$ cat config.mk
export PLATFORM = sky130hd
export DESIGN_NAME = hdmi_data_island_decoder
export DESIGN_NICKNAME = d
export VERILOG_FILES = /design/src/rtl/hdmi_island_pkg.sv /design/src/rtl/hdmi_bch8_step.sv /design/src/rtl/hdmi_data_island_decoder.sv
export SDC_FILE = /design/constraint.sdc
export NUM_CORES = 1
export LEC_CHECK = 0
export ABC_AREA = 1
export ABC_CLOCK_PERIOD_IN_PS = 54400
export CELL_PAD_IN_SITES_DETAIL_PLACEMENT = 0
export CELL_PAD_IN_SITES_GLOBAL_PLACEMENT = 2
export CORE_MARGIN = 4
export CORE_UTILIZATION = 39
export CTS_BUF_LIST = sky130_fd_sc_hd__clkbuf_4 sky130_fd_sc_hd__clkbuf_8
export DETAILED_ROUTE_END_ITERATION = 10
export MAX_ROUTING_LAYER = met4
export PLACE_DENSITY_LB_ADDON = 0.1
export SYNTH_ARGS = -nofsm -noshare
export SYNTH_HDL_FRONTEND = slang
export SYNTH_SLANG_ARGS = --single-unit
$ cat constraint.sdc
create_clock -name i_pixclk -period 54.4 [get_ports i_pixclk]
set_input_delay 8.16 -clock i_pixclk [delete_from_list [all_inputs] [get_ports i_pixclk]]
set_output_delay 8.16 -clock i_pixclk [all_outputs]
set_load 0.02 [all_outputs]
$ cat src/rtl/hdmi_island_pkg.sv
// Shared definitions for the HDMI data-island decoder.
// Contents: packet geometry, BCH generator polynomial, packet-type codes,
// the island state enum and the single-bit BCH LFSR step function.
package hdmi_island_pkg;

    localparam int PKT_CYCLES      = 32;
    localparam int HDR_DATA_CYCLES = 24;
    localparam int SUB_DATA_CYCLES = 28;
    localparam logic [7:0] BCH_POLY = 8'hC1;

    // Packet types carried in HB0
    localparam logic [7:0] ACR      = 8'h01;
    localparam logic [7:0] AUDIO    = 8'h02;
    localparam logic [7:0] AVI_IF   = 8'h82;
    localparam logic [7:0] AUDIO_IF = 8'h84;

    typedef enum logic [1:0] {
        ST_IDLE  = 2'd0,
        ST_FIRST = 2'd1,
        ST_NEXT  = 2'd2
    } island_state_t;

    // One LFSR step: shift left, fold in the polynomial when the outgoing
    // MSB differs from the incoming data bit.
    function automatic logic [7:0] bch_step(input logic [7:0] code, input logic b);
        return {code[6:0], 1'b0} ^ ((code[7] ^ b) ? BCH_POLY : 8'h00);
    endfunction

endpackage

$ cat src/rtl/hdmi_bch8_step.sv
// Combinational BCH(8) LFSR step, one or two data bits per call.
// Ports:
//   code_in  - current LFSR contents
//   bits     - bits[0] is applied first, bits[1] second (two-bit mode only)
//   code_out - LFSR contents after the step
// Parameter TWO_BITS selects 1-bit (header) or 2-bit (subpacket) stepping.
module hdmi_bch8_step
    import hdmi_island_pkg::*;
#(
    parameter bit TWO_BITS = 1'b0
) (
    input  logic [7:0] code_in,
    input  logic [1:0] bits,
    output logic [7:0] code_out
);

    logic [7:0] after_first;

    always_comb begin
        after_first = bch_step(code_in, bits[0]);
        code_out    = TWO_BITS ? bch_step(after_first, bits[1]) : after_first;
    end

endmodule

$ cat src/rtl/hdmi_data_island_decoder.sv
// HDMI data-island packet decoder (TERC4 already removed).
// Assembles the 24-bit header and four 56-bit subpackets over 32 pixel
// clocks, recomputes the BCH parity of each stream, checks channel-0 bit 3
// framing and publishes the packet with a one-cycle o_pkt_valid strobe.
// Ports:
//   i_pixclk, i_rst        - pixel clock, asynchronous active-high reset
//   i_data, i_d0..i_d2     - island-active flag and per-channel nibbles
//   o_pkt_valid, o_hdr,
//   o_sub                  - packet strobe and held packet contents
//   o_hdr_ecc_err,
//   o_sub_ecc_err,
//   o_frame_err            - per-packet error flags (held with the packet)
//   o_trunc                - strobe when an island ends mid-packet
//   o_hsync, o_vsync       - sync bits captured during the island
// Optional feature macro HDMI_AUDIO_EXTRACT_EN adds o_audio_valid,
// o_audio_l, o_audio_r: one sample pair per present audio subpacket.
module hdmi_data_island_decoder
    import hdmi_island_pkg::*;
(
    input  logic             i_pixclk,
    input  logic             i_rst,
    input  logic             i_data,
    input  logic [3:0]       i_d0,
    input  logic [3:0]       i_d1,
    input  logic [3:0]       i_d2,
    output logic             o_pkt_valid,
    output logic [23:0]      o_hdr,
    output logic [3:0][55:0] o_sub,
    output logic             o_hdr_ecc_err,
    output logic [3:0]       o_sub_ecc_err,
    output logic             o_frame_err,
    output logic             o_trunc,
    output logic             o_hsync,
    output logic             o_vsync
`ifdef HDMI_AUDIO_EXTRACT_EN
    ,
    output logic             o_audio_valid,
    output logic [15:0]      o_audio_l,
    output logic [15:0]      o_audio_r
`endif
);

    localparam logic [4:0] LAST_CYCLE = 5'(PKT_CYCLES - 1);
    localparam logic [4:0] HDR_END    = 5'(HDR_DATA_CYCLES);
    localparam logic [4:0] SUB_END    = 5'(SUB_DATA_CYCLES);

    island_state_t    state, state_next;
    logic [4:0]       cnt;
    logic [23:0]      hdr_acc;
    logic [7:0]       hdr_par, hdr_code, hdr_seed, hdr_code_step;
    logic [3:0][55:0] sub_acc;
    logic [7:0]       sub_par [4];
    logic [7:0]       sub_code [4];
    logic [7:0]       sub_seed [4];
    logic [7:0]       sub_code_step [4];
    logic [3:0]       sub_err_now;
    logic             hdr_err_now;
    logic             frame_acc, frame_dev;
    logic             first_cycle, commit;

    assign first_cycle = (cnt == 5'd0);
    assign commit      = i_data && (cnt == LAST_CYCLE);

    // Bit 3 of channel 0 is low only on the very first cycle of an island;
    // that cycle is sampled while the FSM is still in IDLE.
    assign frame_dev = i_d0[3] != !(first_cycle && state == ST_IDLE);

    // LFSRs restart from zero at cycle 0 rather than being cleared a cycle
    // early, so back-to-back packets need no dead cycle.
    assign hdr_seed    = first_cycle ? 8'h00 : hdr_code;
    assign hdr_err_now = {hdr_par[6:0], i_d0[2]} != hdr_code;

    hdmi_bch8_step #(.TWO_BITS(1'b0)) u_hdr_bch (
        .code_in  (hdr_seed),
        .bits     ({1'b0, i_d0[2]}),
        .code_out (hdr_code_step)
    );

    genvar gi;
    generate
        for (gi = 0; gi < 4; gi++) begin : g_sub
            assign sub_seed[gi]    = first_cycle ? 8'h00 : sub_code[gi];
            assign sub_err_now[gi] = {sub_par[gi][5:0], i_d1[gi], i_d2[gi]} != sub_code[gi];

            hdmi_bch8_step #(.TWO_BITS(1'b1)) u_sub_bch (
                .code_in  (sub_seed[gi]),
                .bits     ({i_d2[gi], i_d1[gi]}),
                .code_out (sub_code_step[gi])
            );
        end
    endgenerate

    always_comb begin
        state_next = state;
        if (!i_data) begin
            state_next = ST_IDLE;
        end else begin
            case (state)
                ST_IDLE:  state_next = ST_FIRST;
                ST_FIRST: if (cnt == LAST_CYCLE) state_next = ST_NEXT;
                ST_NEXT:  state_next = ST_NEXT;
                default:  state_next = ST_IDLE;
            endcase
        end
    end

    always_ff @(posedge i_pixclk or posedge i_rst) begin
        if (i_rst) begin
            state         <= ST_IDLE;
            cnt           <= 5'd0;
            hdr_acc       <= '0;
            hdr_par       <= '0;
            hdr_code      <= '0;
            sub_acc       <= '0;
            frame_acc     <= 1'b0;
            for (int k = 0; k < 4; k++) begin
                sub_par[k]  <= '0;
                sub_code[k] <= '0;
            end
            o_pkt_valid   <= 1'b0;
            o_hdr         <= '0;
            o_sub         <= '0;
            o_hdr_ecc_err <= 1'b0;
            o_sub_ecc_err <= '0;
            o_frame_err   <= 1'b0;
            o_trunc       <= 1'b0;
            o_hsync       <= 1'b0;
            o_vsync       <= 1'b0;
        end else begin
            state       <= state_next;
            o_pkt_valid <= 1'b0;
            o_trunc     <= 1'b0;
            if (i_data) begin
                o_hsync   <= i_d0[0];
                o_vsync   <= i_d0[1];
                cnt       <= cnt + 5'd1;
                frame_acc <= (first_cycle ? 1'b0 : frame_acc) | frame_dev;
                if (cnt < HDR_END) begin
                    hdr_acc[cnt] <= i_d0[2];
                    hdr_code     <= hdr_code_step;
                end else begin
                    hdr_par <= {hdr_par[6:0], i_d0[2]};
                end
                for (int k = 0; k < 4; k++) begin
                    if (cnt < SUB_END) begin
                        sub_acc[k][{cnt, 1'b0}] <= i_d1[k];
                        sub_acc[k][{cnt, 1'b1}] <= i_d2[k];
                        sub_code[k]             <= sub_code_step[k];
                    end else begin
                        sub_par[k] <= {sub_par[k][5:0], i_d1[k], i_d2[k]};
                    end
                end
                // Final parity bits arrive on the commit cycle itself, so the
                // comparisons use the live inputs appended to the shifters.
                if (commit) begin
                    o_pkt_valid   <= 1'b1;
                    o_hdr         <= hdr_acc;
                    o_sub         <= sub_acc;
                    o_hdr_ecc_err <= hdr_err_now;
                    o_sub_ecc_err <= sub_err_now;
                    o_frame_err   <= frame_acc | frame_dev;
                end
            end else if (cnt != 5'd0) begin
                o_trunc <= 1'b1;
                cnt     <= 5'd0;
            end
        end
    end

`ifdef HDMI_AUDIO_EXTRACT_EN
    logic [3:0] aud_pending;
    logic [1:0] aud_k;

    // Lowest pending subpacket goes first.
    always_comb begin
        aud_k = 2'd0;
        for (int k = 3; k >= 0; k--) begin
            if (aud_pending[k]) aud_k = 2'(k);
        end
    end

    always_ff @(posedge i_pixclk or posedge i_rst) begin
        if (i_rst) begin
            aud_pending   <= '0;
            o_audio_valid <= 1'b0;
            o_audio_l     <= '0;
            o_audio_r     <= '0;
        end else begin
            o_audio_valid <= 1'b0;
            if (commit) begin
                aud_pending <= (hdr_acc[7:0] == AUDIO && !hdr_err_now && sub_err_now == 4'b0000)
                               ? hdr_acc[11:8] : 4'b0000;
            end else if (aud_pending != 4'b0000) begin
                o_audio_valid      <= 1'b1;
                o_audio_l          <= o_sub[aud_k][23:8];
                o_audio_r          <= o_sub[aud_k][47:32];
                aud_pending[aud_k] <= 1'b0;
            end
        end
    end
`endif

endmodule

==> run_1/wire_density.png <==
The bar under the picture is 100 um long. The die is cut into 25 by 25 equal tiles; dark blue is low, red is high, scaled to the fullest tile. Values are wire area over tile area, all layers added.
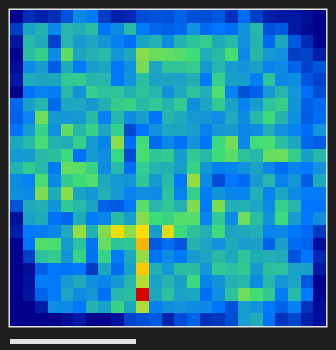
tiles over half the peak: 8.5%
mean over tiles: 0.16
fullest tile: 0.49
nearly empty tiles: 3.4%
GRT Overall Usage: 0.209
detailed-route wire length per cell: 17.9 um

==> run_1/met1.png <==
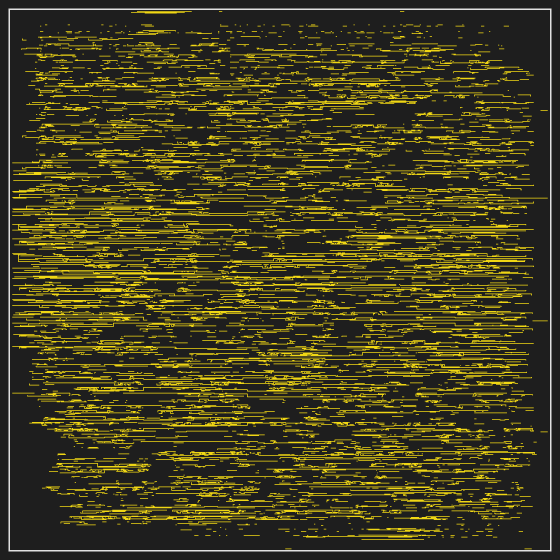
main direction: horizontal
nets with wire on the layer: 2507
share of all routed wire: 48%

==> job_summary.md, run 1 <==
## Synthesis and layout report

| Metric | Value |
|---|---|
| EDFF count, synth | 0 |
| Yosys synthesis chip area | 0.0231 mm^2 |
| Mux share | 0.000488 |
| Clock buffer depth | 3 |
| Yosys cell count | 2474 |
| Fin crit share | 0.211 |
| AO/OA Area Share | 0.0907 |
| Port bufs | 272 |
| Hold Crit Start | sub_acc[44]$_DFFE_PP0P_ |
| Max-slew headroom | 0.216 |
| Slowest CP cell | clkdlybuf4s50_1 |
| Critical path, cell by cell | clkdlybuf4s50_1 -> nand2_4 -> inv_6 -> buf_4 -> nand2_1 -> nand2_1 |
| Total wire length | 64.0 mm |
| Yosys adder share | 0.00434 |
| Post-Syn Nets | 2497 |
| Xor and xnor area share after synthesis | 0.00722 |
| Via density | 4.75 |
| Startpoint types | input port |
| Antenna cell count | 0 |
| Pre-Place Util | 0.397 |
| Post-CTS Hold Fix Bufs | 0 |
| Full die area | 0.0631 mm^2 |
| WP depth | 6 |
| Leak Pwr | 14.0 nW |
| Die Y | 251 um |
| Minimum clock period | 11470 ps |
| DP Cell Count | 3395 |
| DRT Pass-1 Iters | 5 |
| Area of the mapped netlist | 0.0231 mm^2 |
| PostCTS Resize Cnt | 0 |
| Min-delay worst type | reg2reg |
| Vias in the first global route | 16970 |
| Comb area | 0.00714 mm^2 |
| Flop area | 0.0146 mm^2 |
| Yosys reg bits | 585 |
| Arr. time, crit path | 12080 ps |
| Post-CTS Setup Repair Bufs | 0 |
| Num ports | 273 |
| Worst EP required | 55010 ps |
| Status | complete, no violations |
| Final Non-Filler Cells | 3574 |
| CTS root buf | clkbuf_8 |
| RSZ-0062 raised after global routing | no |
| Syn Area/Cell | 9.32 um^2 |
| Share of layout cells above drive strength 1 | 0.0979 |
| Worst vdd ir | 0.0201 mV |
| Crit Reg-Reg Startpoint | cnt[2]$_DFFE_PP0P_ |
==> run_1/final_clocks.png <==
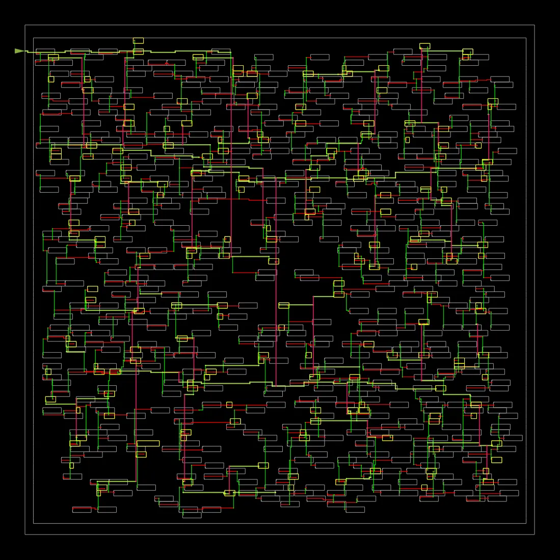
Clk Latency, worst-skew pair: 680 ps
clock sink count: 585
CLK BUF: 163

==> run 1: power by group <==
group | internal (mW) | switching (mW)
Sequential | 0.484 | 0.0290
Clock | 0.240 | 0.179
Combinational | 0.0448 | 0.0896
Total | 0.770 | 0.298
==> run 1: cell usage in the layout, fill, tap and decap left out, types with 4 or more instances in the layout <==
cell type	instances
nand2_1	1006
dfrtp_1	585
o21ai_0	340
clkdlybuf4s50_1	272
inv_1	157
clkbuf_8	130
nand3_1	40
nor2_1	37
o21ai_1	34
clkbuf_4	33
buf_4	17
xor2_1	15
o21ai_2	15
clkinv_2	13
nand3_2	12
nand4_1	12
inv_2	8
or2_2	8
ha_1	8
nor3_1	6
nor2_2	5
nor3_4	5
nand2_2	4
nand4_2	4
nor4_1	4
xnor2_1	4
a31oi_1	4
==> run 1: state kept, by name, summed over array words and instances, names as in the netlist, 5 cells and up <==
name / flops
cnt: 5
hdr_acc: 24
hdr_code: 8
hdr_par: 7
o_hdr: 24
o_sub: 224
sub_acc: 224
sub_code: 32
sub_par: 24
==> run 1: metal layers <==
layer	global-route usage	share of wire	vias to the layer above
met4	0.0571	0.023	0
met5	-	0	-
met3	0.0364	0.041	104
met2	0.320	0.46	365
li1	-	-	8318
met1	0.290	0.48	8199
==> run 1: layout make-up <==
cell class                 count  share of cell area
tap                          765              0.0337
sequential                   585               0.515
timing repair buffer         291               0.102
multi-input combinational   1584               0.251
inverter                     170              0.0232
clock buffer                 163              0.0717
clock inverter                16             0.00387
==> run 1: kinds of logic after synthesis <==
logic type	Yosys count
xor gates and xnor gates	19
adders and majority gates	8
and+or+nand+nor	1154
buffers and inverters	305
DFF	585
AOI/OAI and AO/OA	402
muxes	1
==> run 1: through the flow <==
| stage | util | instance area (um^2) | hold WS [ps] | worst slack (ps) | power, mW |
|---|---|---|---|---|---|
| floorplan | - | 23100 | 442 | 29870 | 0.621 |
| global placement | 0.452 | 26300 | 448 | 42300 | 0.652 |
| global route | 0.489 | 28400 | 491 | 42600 | 1.13 |
| CTS | 0.489 | 28400 | 462 | 42980 | 1.08 |
| finish | 0.489 | 28400 | 460 | 42930 | 1.07 |
| detailed placement | 0.452 | 26300 | 451 | 42260 | 0.657 |
==> run 1: cell usage after synthesis, drive strengths merged, types with 2 or more instances <==
library cell and instances:
nand2 1011, inv 170, nor4 4, clkbuf 72, xnor2 4, or2 8
buf 63, nor2 48, a31oi 4, dfrtp 585, nand4 16, nor3 11
o21ai 389, xor2 15, a21oi 2, o21a 2, o31ai 3, nand3 55
ha 8
==> run 1: worst reg2reg max path, stage by stage (launching register included) <==
cell and delay [ps]:
dfrtp_1 810, nand2_1 170, nor2_1 160, ha_1 230, nand2_4 530, inv_6 830
buf_4 1000, nand2_1 200, nand2_1 90
==> run_1/cell_classes.png <==
Fill, decap, tap and diode cells in gray.
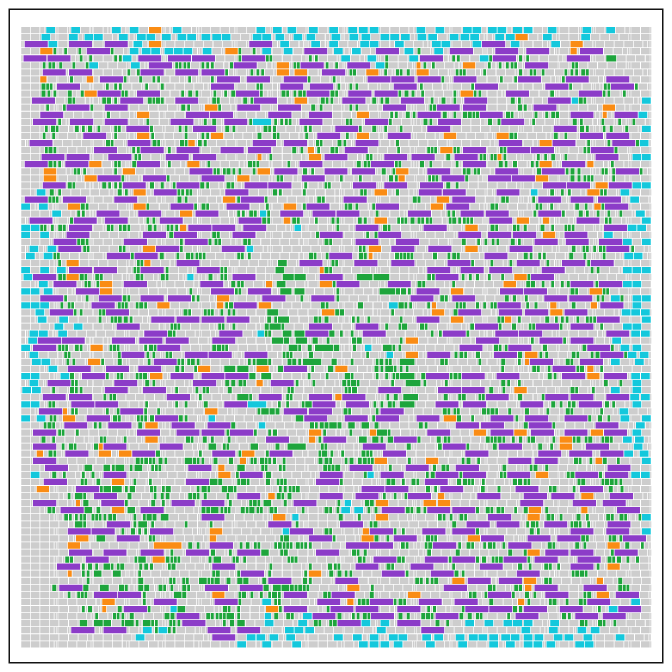

==> run 1 -> run 2 <==
--- a/config.mk
+++ b/config.mk
@@ -6,11 +6,11 @@
 export NUM_CORES = 1
 export LEC_CHECK = 0
 export ABC_AREA = 1
-export ABC_CLOCK_PERIOD_IN_PS = 54400
+export ABC_CLOCK_PERIOD_IN_PS = 9800
 export CELL_PAD_IN_SITES_DETAIL_PLACEMENT = 0
 export CELL_PAD_IN_SITES_GLOBAL_PLACEMENT = 2
 export CORE_MARGIN = 4
-export CORE_UTILIZATION = 39
+export CORE_UTILIZATION = 33
 export CTS_BUF_LIST = sky130_fd_sc_hd__clkbuf_4 sky130_fd_sc_hd__clkbuf_8
 export DETAILED_ROUTE_END_ITERATION = 10
 export MAX_ROUTING_LAYER = met4
==> constraint.sdc (replaced) <==
create_clock -name i_pixclk -period 9.8 [get_ports i_pixclk]
set_input_delay 1.47 -clock i_pixclk [delete_from_list [all_inputs] [get_ports i_pixclk]]
set_output_delay 1.47 -clock i_pixclk [all_outputs]
set_load 0.02 [all_outputs]
==> run_2/cell_classes.png <==
Fill, decap, tap and diode cells in gray.
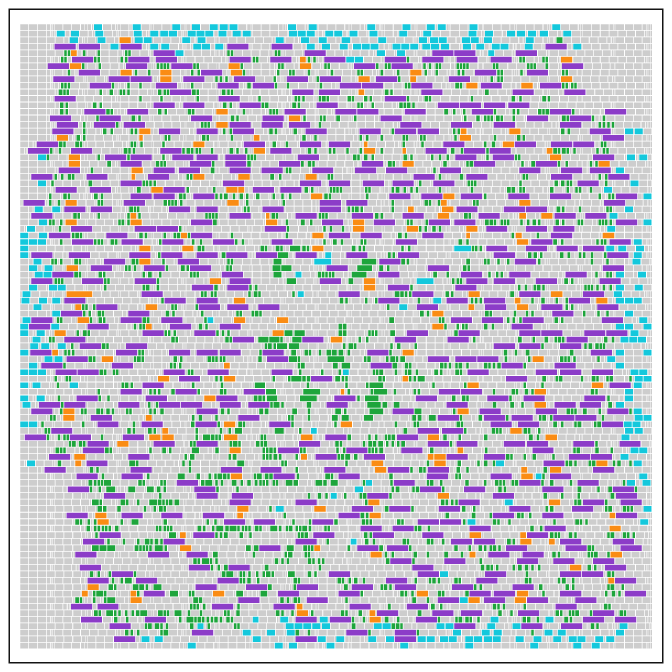
[cyan] other buffers and delay cells | cells: 288 | share of their area: 10%
[orange] clock drivers and dummy loads | cells: 181 | share of their area: 8.0%
[green] all other logic | cells: 1754 | share of their area: 28%
[purple] flops | cells: 585 | share of their area: 53%
Core Area: 0.0689 mm^2
Core Rows: 96
final core utilization: 0.416

==> run_2/final_clocks.png <==
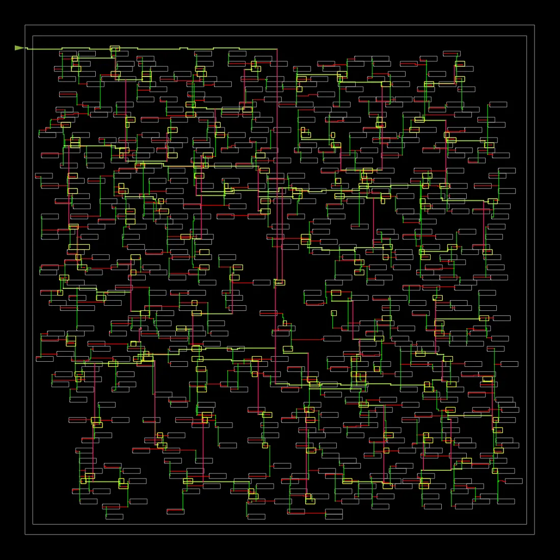
Inserted Clock Buffers: 104
Clk Latency, worst-skew pair: 690 ps
CLK BUF: 166

==> run_2/met1.png <==
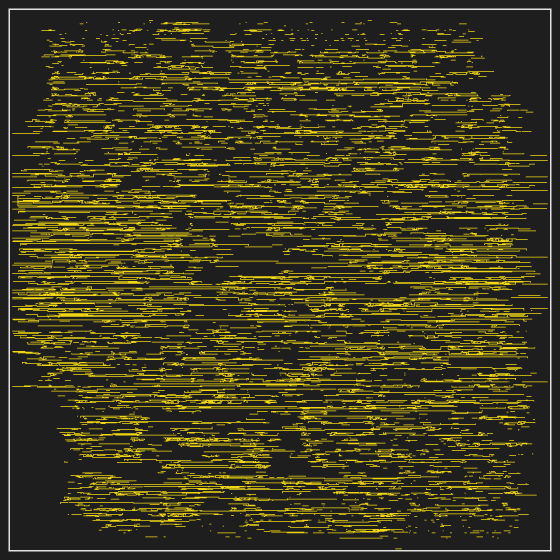
nets with wire on the layer: 2547
main direction: horizontal
longest straight run: 86.0 um
share of all routed wire: 49%
wire length on this layer: 32.6 mm
met1 usage: 0.261
vias: 16929

==> run 2 against run 1 <==
Effect of this change: sequential cell count unchanged; synthesized area unchanged; worst hold slack gained 2.8 ps; clock power rose to 5.7 times the previous value; die area is 18% higher; cell count grew 4.7%; register-to-register slack worse by 44000 ps; via count is 0.34% lower; routed wire length up 4.7%; sequential share of layout area shrank 0.46 points; largest cell class unchanged.
==> job_summary.md, run 2 <==
## Synthesis and layout report

| Metric | Value |
|---|---|
| Hold Crit Start | sub_acc[211]$_DFFE_PP0P_ |
| Leak Pwr | 13.9 nW |
| Vias in the first global route | 17278 |
| Yosys synthesis chip area | 0.0231 mm^2 |
| Status | complete, no violations |
| Clock buffer depth | 3 |
| Area of the mapped netlist | 0.0231 mm^2 |
| Setup ws final | 5130 ps |
| Most frequent cells in the layout | nand2_1 (1005), dfrtp_1 (585), o21ai_0 (340), clkdlybuf4s50_1 (272), inv_1 (157) |
| Startpoint types | input port |
| Most frequent logic cell in the layout | nand2_1 |
| CTS root buf | clkbuf_8 |
| Minimum clock period | 4670 ps |
| Post-CTS Setup Repair Bufs | 0 |
| Die Y | 272 um |
| Fin crit share | 0.476 |
| Dpl cell area | 0.0265 mm^2 |
| Yosys reg bits | 585 |
| Pre-CTS setup slack | 4360 ps |
| Via density | 4.53 |
| Worst EP required | 10310 ps |
==> run 2: cell count changes in the layout (fill, tap and decap cells not counted) <==
cell | before | now
nand2_1 | 1006 | 1005
inv_6 | 1 | 2
buf_12 | 2 | 3
clkbuf_8 | 130 | 132
nand2_2 | 4 | 5
clkbuf_4 | 33 | 34
buf_4 | 17 | 13
clkinvlp_4 | 2 | 6
clkinv_2 | 13 | 7
clkinv_8 | 0 | 1
diode_2 | 0 | 2
inv_8 | 1 | 0
==> run 2: layer usage <==
layer	global-route usage	share of wire	vias to the layer above
met5	-	0	-
met4	0.0512	0.023	0
met3	0.0304	0.037	104
met2	0.283	0.45	331
met1	0.261	0.49	8190
li1	-	-	8304
==> run 2: logic make-up (layout without fill, tap and decap cells) <==
kind of cell    after synthesis  count (layout)  synth area share
mux                           1               1          0.000488
buf+inv                     305             639            0.0560
fa+ha+maj                     8               8           0.00434
compound gates              402             402            0.0907
simple gates               1154            1154             0.206
flops                       585             585             0.635
xor+xnor                     19              19           0.00722
other cells                   0               2                 0
==> run 2: layout make-up <==
class | count | area [um^2]
fillers | 6948 | 40300
well taps | 931 | 1160
clock buffers | 166 | 2070
clock inverters | 15 | 128
multi-input cells | 1584 | 7140
inverters | 170 | 654
diodes | 2 | 5.00
repair buffers | 288 | 2880
flip-flops and latches | 585 | 14600
==> run 2: worst max-delay path by stage <==
stage,startpoint,end,slack (ps),cells after the start
final,i_data,o_hdr[11]$_DFFE_PP0P_,5130,5
after global routing,i_data,o_hdr[11]$_DFFE_PP0P_,4830,5
after CTS,i_data,o_hdr[11]$_DFFE_PP0P_,5130,5
after detailed placement,i_data,o_hdr[11]$_DFFE_PP0P_,4360,5
after floorplan,i_rst,cnt[0]$_DFFE_PP0P_,360,1
after global placement,i_data,o_hdr[19]$_DFFE_PP0P_,4440,5
==> run 2: stage by stage <==
stage          total power [mW]  instances
2_1_floorplan              3.45       2474
3_3_place_gp               3.64       3558
3_5_place_dp               3.66       3558
4_1_cts                    6.09       3739
5_1_grt                    6.34       3741
6_report                   5.98       3741
==> run 2: critical path: stages <==
cell and delay [ps]:
clkdlybuf4s50_1 820, nand2_4 720, buf_4 900, buf_4 850, o21ai_0 160
==> run 2: power by group <==
part | internal, mW | total (mW) | switching, mW | leakage [nW]
combinational | 0.250 | 0.751 | 0.501 | 4.97
clock | 1.36 | 2.38 | 1.02 | 1.16
sequential | 2.69 | 2.85 | 0.159 | 7.82
Power figures rest on the tool's default switching activity, not on a simulated workload.
